drive_strength.png
Scale bar: 20 um.
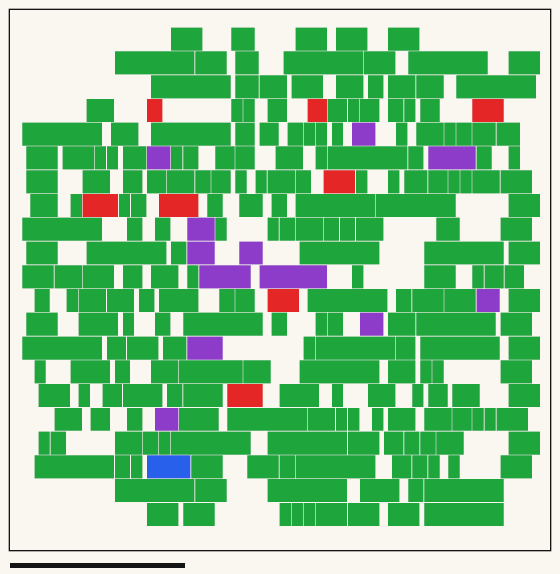
registers.png
Scale bar: 20 um.
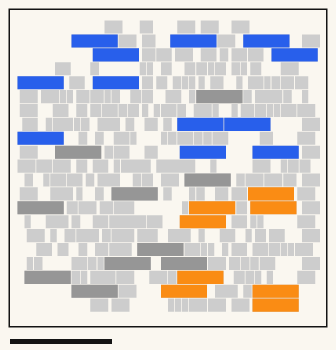
gate_families.png
Scale bar: 20 um.
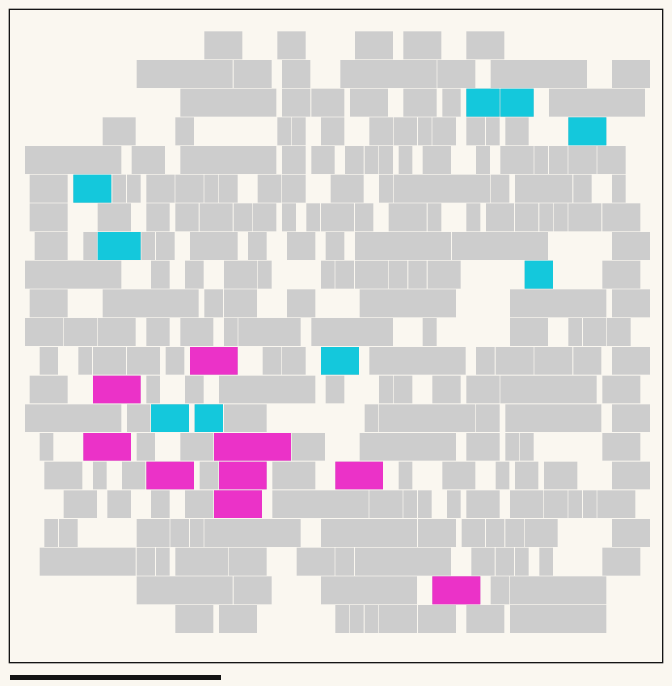
final_congestion.png
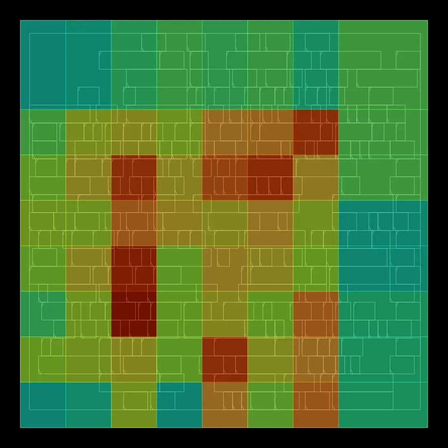
==> config.mk <==
export PLATFORM = sky130hd
export DESIGN_NAME = parking_lot_occupancy
export DESIGN_NICKNAME = d
export VERILOG_FILES = /design/src/rtl/parking_lot_occupancy.sv
export SDC_FILE = /design/constraint.sdc
export NUM_CORES = 1
export LEC_CHECK = 0
export CORE_UTILIZATION = 55
export DETAILED_ROUTE_END_ITERATION = 8
export PLACE_DENSITY_LB_ADDON = 0.25
export SLEW_MARGIN = 40
export SYNTH_ARGS = -nofsm -noshare
export SYNTH_HDL_FRONTEND = slang
export SYNTH_SLANG_ARGS = --single-unit
export TNS_END_PERCENT = 20
==> constraint.sdc <==
create_clock -name iCLK -period 7.7 [get_ports iCLK]
set_input_delay 1.155 -clock iCLK [delete_from_list [all_inputs] [get_ports iCLK]]
set_output_delay 1.155 -clock iCLK [all_outputs]
set_load 0.01 [all_outputs]
==> tab_implementation.tex <==
% Synthesis and place-and-route results
\begin{tabular}{lr}
\hline
Metric & Value \\
\hline
\multicolumn{2}{l}{\textbf{Layout}} \\
\quad Number of logic inverters in the finished layout & 10 \\
\quad Most used cells in the layout excluding fill and tap cells & sky130\_fd\_sc\_hd\_\_clkdlybuf4s50\_1, sky130\_fd\_sc\_hd\_\_dfrtp\_1, sky130\_fd\_sc\_hd\_\_nor2\_1, sky130\_fd\_sc\_hd\_\_nand2\_1, sky130\_fd\_sc\_hd\_\_a21oi\_1 \\
\quad Final std cell area, no fill & approximately 2400 um\^{}2 \\
\quad Flop count & 30 \\
\quad Combinational gates & 165 \\
\quad MI comb area & approximately 1100 um\^{}2 \\
\quad NonClk Buf Share & 0.1603 \\
\quad Flip-flop count of the largest register, all copies and words added & 12 \\
\quad CLK BUF & 7 \\
\quad Number of nets in the finished design & 266 \\
\quad Clock network area share & 0.02482 \\
\quad Leading cell category by total area & logic gates \\
\quad P\&R area growth vs syn & 22.95\% \\
\quad ANT cells & 0 \\
\quad Share of post-route cells with drive strength above 1 & 0.08333 \\
\quad Filler cell count & 262 \\
\multicolumn{2}{l}{\textbf{Run status}} \\
\quad Run status & complete, no violations \\
\multicolumn{2}{l}{\textbf{Setup path}} \\
\quad Worst setup EP type & output pin \\
\quad Worst path required time & between 6 and 7 ns \\
\quad Library cell contributing the largest single delay on the critical path & sky130\_fd\_sc\_hd\_\_or4\_4 \\
\quad Combined buffer and inverter count along the critical path & 1 \\
\quad Count of cells along the worst register-to-register path & 9 \\
\quad CP delay by family, top & simple AND/OR/NAND/NOR gates \\
\quad Crit Path Max Fanout & 6 \\
\quad Critical path's largest stage delay & 0.61 ns \\
\quad Register-to-Register Setup Slack & around 4.7 ns \\
\quad Sequence of cells on the critical path & or4\_4 -> nor3\_4 -> clkdlybuf4s50\_1 \\
\quad Type of the worst setup path & flip-flop to output pin \\
\quad Crit path DAT & 2.32 ns \\
\quad Startpoint types & flip-flop \\
\multicolumn{2}{l}{\textbf{Yosys}} \\
\quad Post-synth ARST share & 1.000 \\
\quad Number of synthesized register bits & 30 \\
\quad Proportion of netlist area held by the largest area contributor & 0.3814 \\
\quad Chip area line of the yosys report & 1968 um\^{}2 \\
\quad Total nets after synthesis & between 200 and 250 \\
\quad Cell accounting for the most synthesized area & sky130\_fd\_sc\_hd\_\_dfrtp\_1 \\
\quad Syn. warnings & 0 \\
\quad Avg Inst Size Synth & just over 9 um\^{}2 \\
\quad Largest cells by area & sky130\_fd\_sc\_hd\_\_dfrtp\_1, sky130\_fd\_sc\_hd\_\_ha\_1, sky130\_fd\_sc\_hd\_\_xnor2\_1 \\
\quad Post-Synthesis Cell Area & between 1500 and 2000 um\^{}2 \\
\quad Post-synth tally of flip-flops with integrated enable & 0 \\
\quad Top\_reg\_cell synth & sky130\_fd\_sc\_hd\_\_dfrtp\_1 \\
\quad Number of instances in the synthesized netlist & between 200 and 250 \\
\quad Number of cells in Yosys stat & between 200 and 250 \\
\quad Sequential element share of the synthesized area & 0.3814 \\
\quad Number of different library cells in the post-synthesis netlist & approximately 57 \\
\multicolumn{2}{l}{\textbf{Final timing}} \\
\quad Final hold viol count & 0 \\
\quad Measured slew at the worst slew-check pin & between 0.5 and 0.6 ns \\
\quad Period minus WS final & $\sim$3.5 ns \\
\quad Achievable frequency & 287.9 MHz \\
\quad Setup clock skew after layout & between 0.009 and 0.01 ns \\
\quad Slew margin rel. & 0.6190 \\
\quad Setup repair after global routing missed its margin & no \\
\quad Final tally of setup violations & 0 \\
\quad Final number of max-transition violations & 0 \\
\quad Total Negative Setup Slacks & 0 ns \\
\quad Final critical-path share of the clock period & 0.4510 \\
\multicolumn{2}{l}{\textbf{CTS}} \\
\quad Number of buffers created by CTS & 5 \\
\quad CTS Hold Buffers Added & 0 \\
\quad Worst-skew pair later-pin latency & around 0.33 ns \\
\quad Post-CTS setup buffer count & 0 \\
\quad Sink count of the clock tree & 30 \\
\quad Depth of the CTS H-tree & 2 \\
\quad Max Buffers Root-to-Sink & 2 \\
\quad Clock root buffer & sky130\_fd\_sc\_hd\_\_clkbuf\_4 \\
\quad Register clock-pin slew on the reported worst setup and hold paths & 0.10 ns \\
\quad Clock tree from TritonCTS & yes \\
\quad Resized Gates After CTS & 0 \\
\multicolumn{2}{l}{\textbf{Global routing}} \\
\quad Vias in the first global route & about 1,500 \\
\quad Number of antenna violations at the first check in global routing & 0 \\
\quad First-pass GRT wire length & 6.423 mm \\
\quad M1 GR Usage & 0.3070 \\
\quad Routing layer with the top usage in global route & met2 \\
\quad Largest net degree at the start of global routing & 31 \\
\quad Remaining global-route overflow & 0 \\
\multicolumn{2}{l}{\textbf{Detailed routing}} \\
\quad DR top layer & met4 \\
\quad Post-detailed-route via-to-cell ratio & 5.721 \\
\quad Post-detailed-route DRC marker count & 0 \\
\quad 1st-pass router iterations & 4 \\
\quad Met1 routed wirelength after detailed routing & 1.936 mm \\
\quad Count of antenna-violating nets left after detailed routing & 0 \\
\quad Detailed Route WL & between 4 and 5 mm \\
\quad Number of vias after detailed routing & between 1,500 and 2,000 \\
\quad WL met2 & roughly 1.9 mm \\
\quad Total length of routed met3 wires & between 150 and 200 um \\
\quad Routed WL per cell & 13.69 um \\
\quad First DRT Iteration DRCs & between 100 and 150 \\
\multicolumn{2}{l}{\textbf{Floorplan}} \\
\quad IO Count & 39 \\
\quad Total die size & approximately 3800 um\^{}2 \\
\quad Share of the core filled by cells before placement & 0.5807 \\
\quad Core region area & $\sim$3400 um\^{}2 \\
\quad Row Count & 21 \\
\quad Overall die height & between 60 and 70 um \\
\quad Tap Count & roughly 46 \\
\quad Die extent in x & a little over 60 um \\
\multicolumn{2}{l}{\textbf{Pwr}} \\
\quad Worst voltage drop across the vdd grid & about 0.00021 V \\
\quad Switching power share of the total & 0.4180 \\
\quad Pwr/cell area & 344.1 nW/um\^{}2 \\
\quad Leading power group & combinational cells \\
\quad Combinational share of power & 0.502 \\
\quad Clock group & roughly 0.0001 W \\
\quad Part of the total power dissipated in sequential elements & 0.379 \\
\quad Switching power & 0.0003480 W \\
\quad Total chip power & 0.0008327 W \\
\quad Power drawn by the combinational cells & approximately 0.00042 W \\
\quad Total internal power & $\sim$0.00048 W \\
\quad Static Leakage & between 0.9 and 1 nW \\
\quad Clock power frac & 0.119 \\
\multicolumn{2}{l}{\textbf{Worst hold path}} \\
\quad Number of instances on the worst hold path & 2 \\
\quad Tightest Hold Check Type & flip-flop to flip-flop \\
\multicolumn{2}{l}{\textbf{Placement}} \\
\quad Sum of net half-perimeters after detailed placement & approximately 2.9 mm \\
\quad Placed cell area & $\sim$2400 um\^{}2 \\
\quad Gpl congestion & between 0.8 and 0.9 \\
\quad Setup slack after placement & roughly 3.9 ns \\
\quad Number of buffers inserted by port buffering & 38 \\
\multicolumn{2}{l}{\textbf{Job}} \\
\quad OpenROAD warning count & 28 \\
\quad Max-capacitance violation count & 0 \\
\hline
\end{tabular}
About drive_strength.png:
Key: drive 1 or less = green [cells 231]; drive 2 = red [cells 8]; drive 3 to 4 = purple [cells 12]; drive 6 and up = blue [cells 1]
Plain + repair buffers: 39
Final WS setup: 4.227 ns

About registers.png:
Key: oERR_COUNT = orange [sequential cells 8, where lower right]; gDigit.uDigit.oDigit = blue [sequential cells 12]
sequential power: 0.000316 W
area occupied by registers: 750.7 um^2
flop share of the area: 0.3102
final design utilization: 0.7139

About gate_families.png:
Key: AND-OR and OR-AND gates = cyan [cells 9, most used a21o_1]; adder and majority cells = magenta [cells 9, most used ha_1]
top logic cell by instance count in the layout: sky130_fd_sc_hd__clkdlybuf4s50_1
multi-input logic portion of the cell area: 0.4633
tally of non-filler cells in the final layout: 298

About final_congestion.png:
met2 routing resource usage after global routing: 0.3671
all-layer global routing usage: 0.2291
met3 usage: 0.03934

-- cells by family (layout without fill, tap and decap cells) --
kind of cell | count (synthesis) | count (layout) | synth area share
xor+xnor | 18 | 18 | 0.08010
flops | 30 | 30 | 0.3814
compound gates | 51 | 51 | 0.1856
simple gates | 84 | 84 | 0.2244
fa+ha+maj | 9 | 9 | 0.06103
mux | 3 | 3 | 0.01843
buf+inv | 19 | 57 | 0.04894
-- through the flow --
stage,util,hold slack [ns],std cells
finish,0.7139,0.5061,298
global route,0.7139,0.5454,298
CTS,0.7139,0.5109,298
detailed placement,0.6962,0.4877,290
floorplan,-,0.5285,214
global placement,0.6962,0.4760,290
-- synth_stat cells, types with 2 or more instances --
master                     number
sky130_fd_sc_hd__o211ai_1       3
sky130_fd_sc_hd__nor2b_1        3
sky130_fd_sc_hd__clkbuf_1       5
sky130_fd_sc_hd__nor2_1        21
sky130_fd_sc_hd__a311oi_1       3
sky130_fd_sc_hd__xor2_1         8
sky130_fd_sc_hd__o21ai_0       10
sky130_fd_sc_hd__nand3_1        7
sky130_fd_sc_hd__nor3_1         7
sky130_fd_sc_hd__ha_1           8
sky130_fd_sc_hd__nand2b_1       5
sky130_fd_sc_hd__o22ai_1        2
sky130_fd_sc_hd__a211oi_1       3
sky130_fd_sc_hd__or3_1          3
sky130_fd_sc_hd__o311ai_0       2
sky130_fd_sc_hd__and3_1         2
sky130_fd_sc_hd__nand4_1        2
sky130_fd_sc_hd__nand2_1       19
sky130_fd_sc_hd__and2_1         2
sky130_fd_sc_hd__inv_1          9
sky130_fd_sc_hd__xnor2_1       10
sky130_fd_sc_hd__nor4_1         4
sky130_fd_sc_hd__dfrtp_1       30
sky130_fd_sc_hd__a21o_1         2
sky130_fd_sc_hd__a21oi_1       12
Power is estimated from default activity; no workload was simulated.
